--- src/rtl/logged_evt_rx_pkg.sv ---
// Shared types for the Y-domain logged-event receiver.
// Holds the high-level FSM state encoding used by the top.
package logged_evt_rx_pkg;

    typedef enum logic [1:0] {
        ST_IDLE    = 2'd0,
        ST_HIGH    = 2'd1,
        ST_STUCKED = 2'd2
    } rx_state_e;

endpackage

--- src/rtl/logged_evt_rx_sat_updn_cnt.sv ---
// Saturating up/down counter: inc and dec together hold, never wraps in either direction.
// Intended to be reused for the A-side event log as well.
module logged_evt_rx_sat_updn_cnt #(
    parameter int W = 4
) (
    input  logic         clk_i,
    input  logic         rst_i,
    input  logic         inc_i,
    input  logic         dec_i,
    output logic [W-1:0] cnt_o,
    output logic         sat_o
);

    logic [W-1:0] cnt_d, cnt_q;

    // NOTE: every combinational output gets a default first so no latch is inferred.
    always_comb begin
        cnt_d = cnt_q;
        case ({inc_i, dec_i})
            2'b10:   if (!sat_o)         cnt_d = cnt_q + 1'b1;
            2'b01:   if (cnt_q != '0)    cnt_d = cnt_q - 1'b1;
            default: cnt_d = cnt_q;
        endcase
    end

    // NOTE: sequential state uses non-blocking assignments only.
    always_ff @(posedge clk_i or posedge rst_i) begin
        if (rst_i) cnt_q <= '0;
        else       cnt_q <= cnt_d;
    end

    assign cnt_o = cnt_q;
    assign sat_o = (cnt_q == '1);

endmodule

--- src/rtl/logged_evt_rx.sv ---
// Y_CLK-domain consumer of the logged_sync level handshake: queues one event per Y high episode,
// returns CLR_Y per accepted event, and flags overflow and a stuck-high Y.
module logged_evt_rx
    import logged_evt_rx_pkg::*;
#(
    parameter int CNT_W     = 4,
    parameter int STUCK_CYC = 64,
    parameter int STUCK_W   = 7
) (
    input  logic             Y_CLK,
    input  logic             Y_RST,
    input  logic             ENABLE,
    input  logic             Y_LOG,
    input  logic             EVT_READY,
    input  logic             FLAG_CLR,
    output logic             EVT_VALID,
    output logic [CNT_W-1:0] EVT_CNT,
    output logic             CLR_Y,
    output logic             OVF,
    output logic             STUCK
);

    localparam logic [STUCK_W-1:0] STUCK_LIM = STUCK_W'(STUCK_CYC);

    logic               y_q, arm_q, clr_q, ovf_q, stuck_q;
    logic [STUCK_W-1:0] hcnt_q;
    rx_state_e          state_q;
    logic [CNT_W-1:0]   cnt;
    logic               cnt_sat, rise, acc, ovf_set, stuck_set;

    // arm_q keeps a level already high at reset release from being taken as an event.
    assign rise      = Y_LOG & ~y_q & arm_q & ENABLE & (state_q != ST_STUCKED);
    assign EVT_VALID = (cnt != '0);
    assign acc       = EVT_VALID & EVT_READY;
    assign ovf_set   = rise & ~acc & cnt_sat;
    assign stuck_set = (state_q == ST_HIGH) & Y_LOG & (hcnt_q == STUCK_LIM);

    logged_evt_rx_sat_updn_cnt #(.W(CNT_W)) u_cnt (
        .clk_i (Y_CLK),
        .rst_i (Y_RST),
        .inc_i (rise),
        .dec_i (acc),
        .cnt_o (cnt),
        .sat_o (cnt_sat)
    );

    always_ff @(posedge Y_CLK or posedge Y_RST) begin
        if (Y_RST) begin
            y_q   <= 1'b0;
            arm_q <= 1'b0;
            clr_q <= 1'b0;
            ovf_q <= 1'b0;
        end else begin
            y_q   <= Y_LOG;
            clr_q <= acc;
            if (!Y_LOG)        arm_q <= 1'b1;
            if (FLAG_CLR)      ovf_q <= 1'b0;
            else if (ovf_set)  ovf_q <= 1'b1;
        end
    end

    // High-time FSM: hcnt_q counts sampled high cycles of the current episode.
    always_ff @(posedge Y_CLK or posedge Y_RST) begin
        if (Y_RST) begin
            state_q <= ST_IDLE;
            hcnt_q  <= '0;
            stuck_q <= 1'b0;
        end else begin
            case (state_q)
                ST_IDLE: begin
                    hcnt_q <= '0;
                    if (Y_LOG) begin
                        state_q <= ST_HIGH;
                        hcnt_q  <= STUCK_W'(1);
                    end
                end
                ST_HIGH: begin
                    if (!Y_LOG) begin
                        state_q <= ST_IDLE;
                        hcnt_q  <= '0;
                    end else if (hcnt_q == STUCK_LIM) begin
                        state_q <= ST_STUCKED;
                    end else begin
                        hcnt_q <= hcnt_q + 1'b1;
                    end
                end
                ST_STUCKED: begin
                    if (!Y_LOG) begin
                        state_q <= ST_IDLE;
                        hcnt_q  <= '0;
                    end
                end
                default: begin
                    state_q <= ST_IDLE;
                    hcnt_q  <= '0;
                end
            endcase
            if (FLAG_CLR)       stuck_q <= 1'b0;
            else if (stuck_set) stuck_q <= 1'b1;
        end
    end

    assign EVT_CNT = cnt;
    assign CLR_Y   = clr_q;
    assign OVF     = ovf_q;
    assign STUCK   = stuck_q;

endmodule

--- config.mk ---
export PLATFORM = sky130hd
export DESIGN_NAME = logged_evt_rx
export DESIGN_NICKNAME = d
export VERILOG_FILES = /design/src/rtl/logged_evt_rx_pkg.sv /design/src/rtl/logged_evt_rx_sat_updn_cnt.sv /design/src/rtl/logged_evt_rx.sv
export SDC_FILE = /design/constraint.sdc
export NUM_CORES = 1
export LEC_CHECK = 0
export ABC_AREA = 1
export CORE_MARGIN = 4
export CORE_UTILIZATION = 48
export CTS_CLUSTER_DIAMETER = 50
export DETAILED_ROUTE_END_ITERATION = 8
export GPL_ROUTABILITY_DRIVEN = 0
export GPL_TIMING_DRIVEN = 0
export PLACE_DENSITY = 0.74
export SYNTH_ARGS = -nofsm -noshare
export SYNTH_HDL_FRONTEND = slang
export SYNTH_HIERARCHICAL = 1
export SYNTH_SLANG_ARGS = --single-unit
--- constraint.sdc ---
create_clock -name Y_CLK -period 1.53 [get_ports Y_CLK]
set_input_delay 0.153 -clock Y_CLK [delete_from_list [all_inputs] [get_ports Y_CLK]]
set_output_delay 0.153 -clock Y_CLK [all_outputs]
set_load 0.03 [all_outputs]
==> out/metrics.cfg <==
[cts]
cts_tree = yes
clk_latency_ps = 290
cts.htree.levels = 1

[final_layout]
mostFrequentLayoutCells = nand2_1, inv_1, buf_4, dfrtp_1, nand3_1
largest_reg_flops = 7
area_delta_synth_final_pct = 38.3
drive_gt1_frac = 0.335
final_cell_area_sq_um = 1520
diodes = 0

[synth]
ys_chip_area_sq_um = 1100
synth.distinct_cells = 26
syn-cell-area_sq_um = 1100
mux_share = 0

[final_timing]
max_clock_freq_mhz = 625
maxSlewViolCount = 0
worst_slack_ps = -71.2
setup_viol = 2
setup-tns-final_ps = -114

[global_routing]
grt_first_pass_wirelength_microns = 4070

[floorplanning]
std_cell_rows = 17
pin_count = 14
die_y_microns = 55.9
floorplan.core_area_sq_um = 2190

[pwr]
clkPwrFrac = 0.149
max-vdd-ir-drop_uv = 1220
internal-power_mw = 1.13
maxPowerGroup = combinational logic

[outcome]
status = finished with violations
violations = setup timing

[placement]
place_area_sq_um = 1300
port_buffers = 13
dpl.cell_count = 187

[worst_setup_path]
path_class = reg -> reg
endpoint_kind = register

[detailed_routing]
ant_nets = 0

[area by class of cell]
| type | instances | area (sq um) |
|---|---|---|
| Clock buffer | 4 | 36.3 |
| Multi-Input combinational cell | 100 | 624 |
| Buffer | 2 | 22.5 |
| Sequential cell | 18 | 455 |
| Inverter | 26 | 100 |
| Tap cell | 28 | 35.0 |
| Fill cell | 169 | 669 |
| Timing Repair Buffer | 29 | 248 |
[cell families (layout without fill, tap and decap cells)]
logic type / after synthesis / count (layout)
compound gates: 12 / 12
fa+ha+maj: 3 / 3
flops: 18 / 18
simple gates: 85 / 85
buf+inv: 28 / 61
[Yosys cell counts (2+ instances only)]
cell     number  area share
or2_2         2       0.011
nand4_1       5       0.028
dfrtp_1      18        0.41
a21oi_1       2      0.0091
o21ai_2       3       0.024
nand2_2       5       0.028
inv_2         5       0.017
nor2_1       12       0.041
ha_1          3       0.034
nand2_1      44        0.15
inv_1        20       0.068
o21ai_1       2      0.0091
nand3_1      12       0.055
[worst register-to-register path, stage by stage, from the launching register on]
cell and delay, ps:
dfrtp_1 450, nor2_4 130, nor3_4 50, buf_4 130
buf_4 120, buf_4 120, buf_4 120, buf_4 120
buf_4 120, nand3_1 70, a21oi_1 70
[worst max-delay path by stage]
stage              startpoint              to  slack [ps]  cells after the start
2_1_floorplan  u_cnt/cnt_o[0]  u_cnt/cnt_o[2]        -100                     15
3_3_place_gp            Y_LOG  u_cnt/cnt_o[2]        -530                     16
3_5_place_dp            Y_LOG  u_cnt/cnt_o[2]        -550                     16
4_1_cts                   y_q  u_cnt/cnt_o[2]         -60                     13
5_1_grt                   y_q  u_cnt/cnt_o[2]        -170                     15
6_report           state_q[0]             OVF         -70                     10
[metal layers]
metal	routed length (microns)	up-vias
met4	55	0
met1	1170	471
li1	-	526
met5	0	-
met2	1280	23
met3	85	7
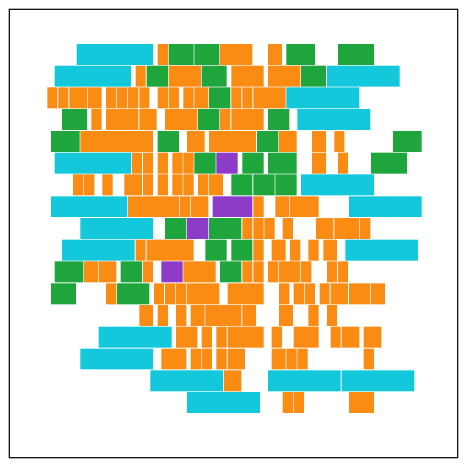
*Cells coloured by class*
(8 px per micron)
- all other logic: orange (cells 126)
- flops: cyan (cells 18)
- other buffers and delay cells: green (cells 31)
- clock drivers and dummy loads: purple (cells 4)

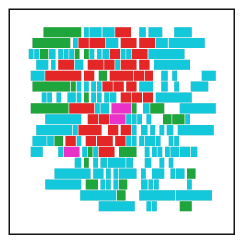
*Cell sizes after repair*
(4 px per micron)
- drive 2: green (cells 23; most used inv_2)
- drive 1 or less: cyan (cells 119; most used nand2_1)
- drive 3 to 4: red (cells 34; most used buf_4)
- drive 6 and up: magenta (cells 3; most used buf_6)

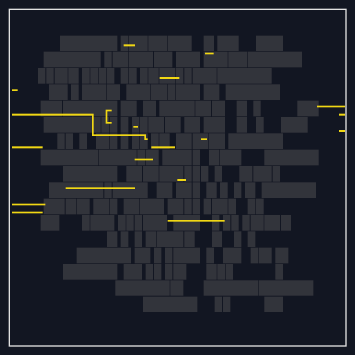
*Signal wires on met3*
(6 px per micron) Cells faint in the background.
- share of all routed wire: 3.3%
- nets with wire on the layer: 15
- main direction: horizontal
total wire length: 2590 microns
met3 usage: 0.0325
DR vias: 1027

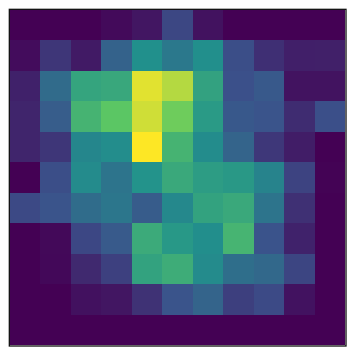
*Signal metal coverage by tile*
(6 px per micron) The die is cut into 11 by 11 equal tiles; dark purple is low, yellow is high, scaled to the fullest tile. Values are wire area over tile area, all layers added.
- fullest tile: 0.50
- mean over tiles: 0.13
- emptiest ninth of the die: bottom left
- nearly empty tiles: 24%
- densest ninth of the die: middle
- tiles over half the peak: 19%

